===== config.mk =====
export PLATFORM = sky130hd
export DESIGN_NAME = stopwatch_ctrl
export DESIGN_NICKNAME = d
export VERILOG_FILES = /design/src/rtl/stopwatch_ctrl.sv
export SDC_FILE = /design/constraint.sdc
export NUM_CORES = 1
export LEC_CHECK = 0
export CELL_PAD_IN_SITES_DETAIL_PLACEMENT = 0
export CELL_PAD_IN_SITES_GLOBAL_PLACEMENT = 2
export CORE_ASPECT_RATIO = 1.1
export CORE_MARGIN = 8
export CORE_UTILIZATION = 36
export DETAILED_ROUTE_END_ITERATION = 8
export PLACE_DENSITY = 0.82
export SLEW_MARGIN = 30
export SYNTH_ARGS = -nofsm -noshare
export SYNTH_HDL_FRONTEND = slang
export SYNTH_SLANG_ARGS = --single-unit

===== constraint.sdc =====
create_clock -name clk -period 2.7 [get_ports clk]
set_input_delay 0.27 -clock clk [delete_from_list [all_inputs] [get_ports clk]]
set_output_delay 0.27 -clock clk [all_outputs]
set_load 0.05 [all_outputs]

===== src/rtl/stopwatch_ctrl.sv =====
// Stopwatch control FSM: prescaler, tick, lap hold and digit-chain reset.
// Optional overflow autostop is built when STOPWATCH_AUTOSTOP_EN is defined.
module stopwatch_ctrl #(
  parameter int PRESCALE = 1000000,
  parameter int CNT_W    = 20
) (
  input  logic       clk,
  input  logic       reset,
  input  logic       btn_ss,
  input  logic       btn_lap,
  input  logic       btn_clr,
  input  logic       chain_cout,
  output logic       tick,
  output logic       chain_reset,
  output logic       hold,
  output logic [1:0] state
);

  typedef enum logic [1:0] {
    IDLE  = 2'b00,
    RUN   = 2'b01,
    PAUSE = 2'b10,
    LAP   = 2'b11
  } state_t;

  localparam logic [CNT_W-1:0] LAST = CNT_W'(PRESCALE - 1);

  state_t           cur;
  state_t           nxt;
  logic [CNT_W-1:0] presc;
  logic [CNT_W-1:0] presc_nxt;
  logic             after_rst;
  logic             counting;
  logic             wrap;
  logic             stop_req;
  logic             clr_act;

  assign counting = (cur == RUN) || (cur == LAP);
  assign wrap     = counting && (presc == LAST);
  assign clr_act  = (cur == PAUSE) && btn_clr;
  assign state    = cur;

`ifdef STOPWATCH_AUTOSTOP_EN
  assign stop_req = counting & chain_cout;
`else
  // Chain overflow wraps the digits naturally; carry is not acted on.
  assign stop_req = chain_cout & 1'b0;
`endif

  // Next-state decode; overflow stop and start/stop share the PAUSE target.
  always_comb begin
    nxt = cur;
    unique case (cur)
      IDLE: begin
        if (btn_ss) nxt = RUN;
      end
      RUN: begin
        if (stop_req || btn_ss) nxt = PAUSE;
        else if (btn_lap)       nxt = LAP;
      end
      LAP: begin
        if (stop_req || btn_ss) nxt = PAUSE;
        else if (btn_lap)       nxt = RUN;
      end
      PAUSE: begin
        if (btn_clr)     nxt = IDLE;
        else if (btn_ss) nxt = RUN;
      end
      default: nxt = IDLE;
    endcase
  end

  // Prescaler counts while running, freezes in PAUSE, sits at 0 otherwise.
  always_comb begin
    presc_nxt = '0;
    if (counting) begin
      presc_nxt = wrap ? '0 : presc + CNT_W'(1);
    end else if ((cur == PAUSE) && !btn_clr) begin
      presc_nxt = presc;
    end
  end

  // All state and outputs are registered; reset dominates every input.
  always_ff @(posedge clk) begin
    if (reset) begin
      cur         <= IDLE;
      presc       <= '0;
      tick        <= 1'b0;
      hold        <= 1'b0;
      chain_reset <= 1'b1;
      after_rst   <= 1'b1;
    end else begin
      cur         <= nxt;
      presc       <= presc_nxt;
      tick        <= wrap;
      hold        <= (nxt == LAP);
      chain_reset <= after_rst | clr_act;
      after_rst   <= 1'b0;
    end
  end

endmodule


metal_density.png
(4 px per um) The die is cut into 15 by 16 equal tiles; white is low, dark blue is high, scaled to the fullest tile. Values are wire area over tile area, all layers added.
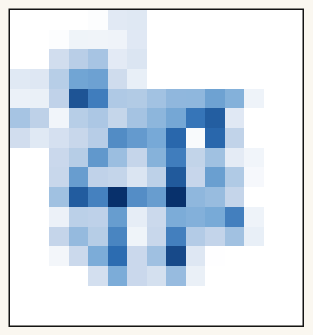
tiles over half the peak = 13%
densest ninth of the die = center
fullest tile = 0.41
emptiest ninth of the die = lower right

clk_routes.png
(6 px per um)
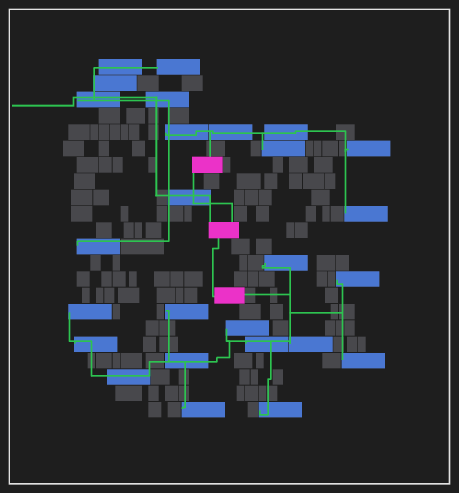
green -> clock wires  # length 352 um
blue -> flip-flops  # count 26
magenta -> clock drivers  # count 3
routed clock nets = 4

logic_types.png
(4 px per um)
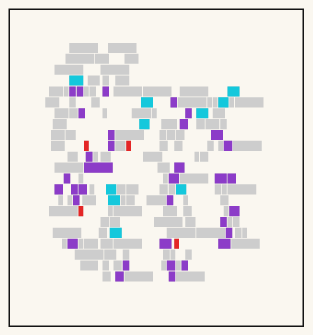
purple -> aoi and oai cells  # cells 34
red -> inv cells  # cells 4
cyan -> non-inverting ao/oa cells  # cells 10
Layout Cells excl Fill: 212
most used logic cell in the final layout: dfxtp_1
logic share of the area: 0.489

io_fan.png
(6 px per um)
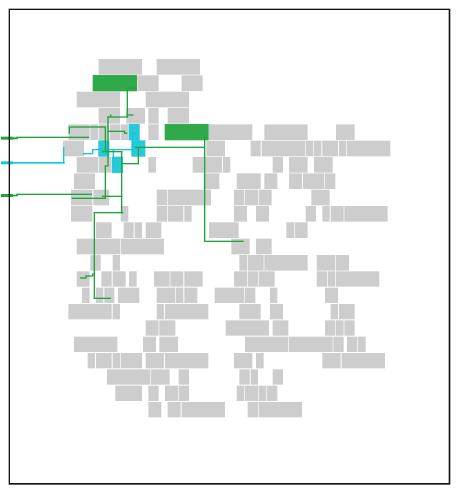
cyan -> btn_ss  # direction input, end cells 4, buffers 1, wire 26.4 um
green -> state  # direction output, end cells 2, buffers 2, wire 154 um

==> results.ini <==
[logic_synthesis]
synth.yosys.warnings=0
syn_avg_cell_area_um2=8.45
netlist_area_um2=1290
area_leaders=dfxtp_1, a21oi_1, nand3_1
edf_count=0
yosysTopAreaCell=dfxtp_1

[clock_tree]
htreeDepth=1
ctsRootBufferMaster=clkbuf_8
clk_pin_slew_ns=0.09
ctsResizeCount=0

[finish]
register_area_um2=520
nFillCells=350
comb_area_um2=719
syn2layout_area_growth_pct=13.8

[final_timing]
rsz0062_at_grt=false
hold_slack_ns=0.440
hold_viol_final=0
tightest_slew_ns=0.519

[grt]
grt_max_degree=29
grt_pass1_vias=1085

[die]
die_h_um=78.8
io-pin-count=11
std_cell_rows=23

[power]
pg_clk_mw=0.217
pwr-share-clk=0.324
cellInternalPower_mw=0.512

[route]
vias=1165
drc=0
firstDrtPassIters=4
wl_per_cell_um=13.3

[critical_path]
cp.required_ns=2.86
start_kind=flop
cp_max_fo=28

[job]
warnings=27

[outcome]
status=completed

==> worst max-delay path, cell delays in order (launching register included) <==
cell and delay (ns):
dfxtp_1 0.39, ha_1 0.22, nand3_1 0.23, nor3_2 0.38, a211oi_4 0.10, buf_4 0.25
a21o_1 0.18, a22o_1 0.17
==> how the worst max path moves through the flow <==
| stage | start | endpoint | slack [ns] | cells past startpoint |
|---|---|---|---|---|
| global placement | presc[0]$_SDFFE_PP0P_ | presc[13]$_SDFFE_PP0P_ | 0.72 | 7 |
| CTS | presc[0]$_SDFFE_PP0P_ | presc[11]$_SDFFE_PP0P_ | 0.68 | 7 |
| floorplan | state[0]$_SDFF_PP0_ | presc[15]$_SDFFE_PP0P_ | 0.87 | 6 |
| detailed placement | presc[0]$_SDFFE_PP0P_ | presc[11]$_SDFFE_PP0P_ | 0.70 | 7 |
| global route | presc[0]$_SDFFE_PP0P_ | presc[11]$_SDFFE_PP0P_ | 0.51 | 7 |
| finish | presc[0]$_SDFFE_PP0P_ | presc[13]$_SDFFE_PP0P_ | 0.68 | 7 |
==> routing by layer <==
layer / vias up / GRT usage / routed length (um)
met4: 0 / 0.0361 / 16
met5: - / 0 / 0
met3: 2 / 0.0202 / 72
li1: 588 / - / -
met2: 15 / 0.182 / 1410
met1: 560 / 0.130 / 1310
==> kinds of logic (layout without fill, tap and decap cells) <==
family	after synthesis	in the layout	share of synthesized area
multiplexers	2	2	0.0155
adder cells (fa/ha/maj)	1	1	0.00968
AND/OR/NAND/NOR	67	67	0.277
buffers and inverters	10	19	0.0407
XOR/XNOR	3	3	0.0203
AND-OR/OR-AND	44	44	0.234
flip-flops	26	26	0.403
==> state kept, by name (all words and copies together), names as in the netlist <==
signal / cells
after_rst: 1
chain_reset: 1
hold: 1
presc: 20
state: 2
tick: 1
==> per-stage QoR <==
| step | instances | power, mW | setup slack (ns) |
|---|---|---|---|
| after global routing | 212 | 0.707 | 0.507 |
| after CTS | 212 | 0.681 | 0.680 |
| after global placement | 209 | 0.462 | 0.716 |
| final | 212 | 0.671 | 0.684 |
| after floorplan | 153 | 0.443 | 0.875 |
| after detailed placement | 209 | 0.464 | 0.700 |
==> layout by cell type (no fill, tap or decap), types with 2 or more instances in the layout <==
| cell | count |
|---|---|
| mux2i_1 | 2 |
| and4_1 | 2 |
| nor2b_1 | 2 |
| clkdlybuf4s50_1 | 9 |
| nor2_1 | 13 |
| nand4_1 | 3 |
| a31oi_1 | 7 |
| o21ai_1 | 3 |
| nor4_1 | 2 |
| a22oi_1 | 2 |
| clkbuf_8 | 3 |
| a21oi_1 | 12 |
| inv_1 | 4 |
| nand2b_1 | 3 |
| a22o_1 | 5 |
| dfxtp_1 | 26 |
| and3_1 | 7 |
| xnor2_1 | 2 |
| a41oi_1 | 3 |
| o21ai_0 | 3 |
| a21o_1 | 3 |
| buf_4 | 3 |
| nand2_1 | 14 |
| nor3_1 | 3 |
| nand3_1 | 11 |
==> cell type report <==
type | count | share of cell area
multi-input combinational | 117 | 0.489
sequential | 26 | 0.354
timing repair buffer | 12 | 0.0765
tap | 50 | 0.0425
clock buffer | 3 | 0.0281
inverter | 4 | 0.0102
Power figures rest on the tool's default switching activity, not on a simulated workload.
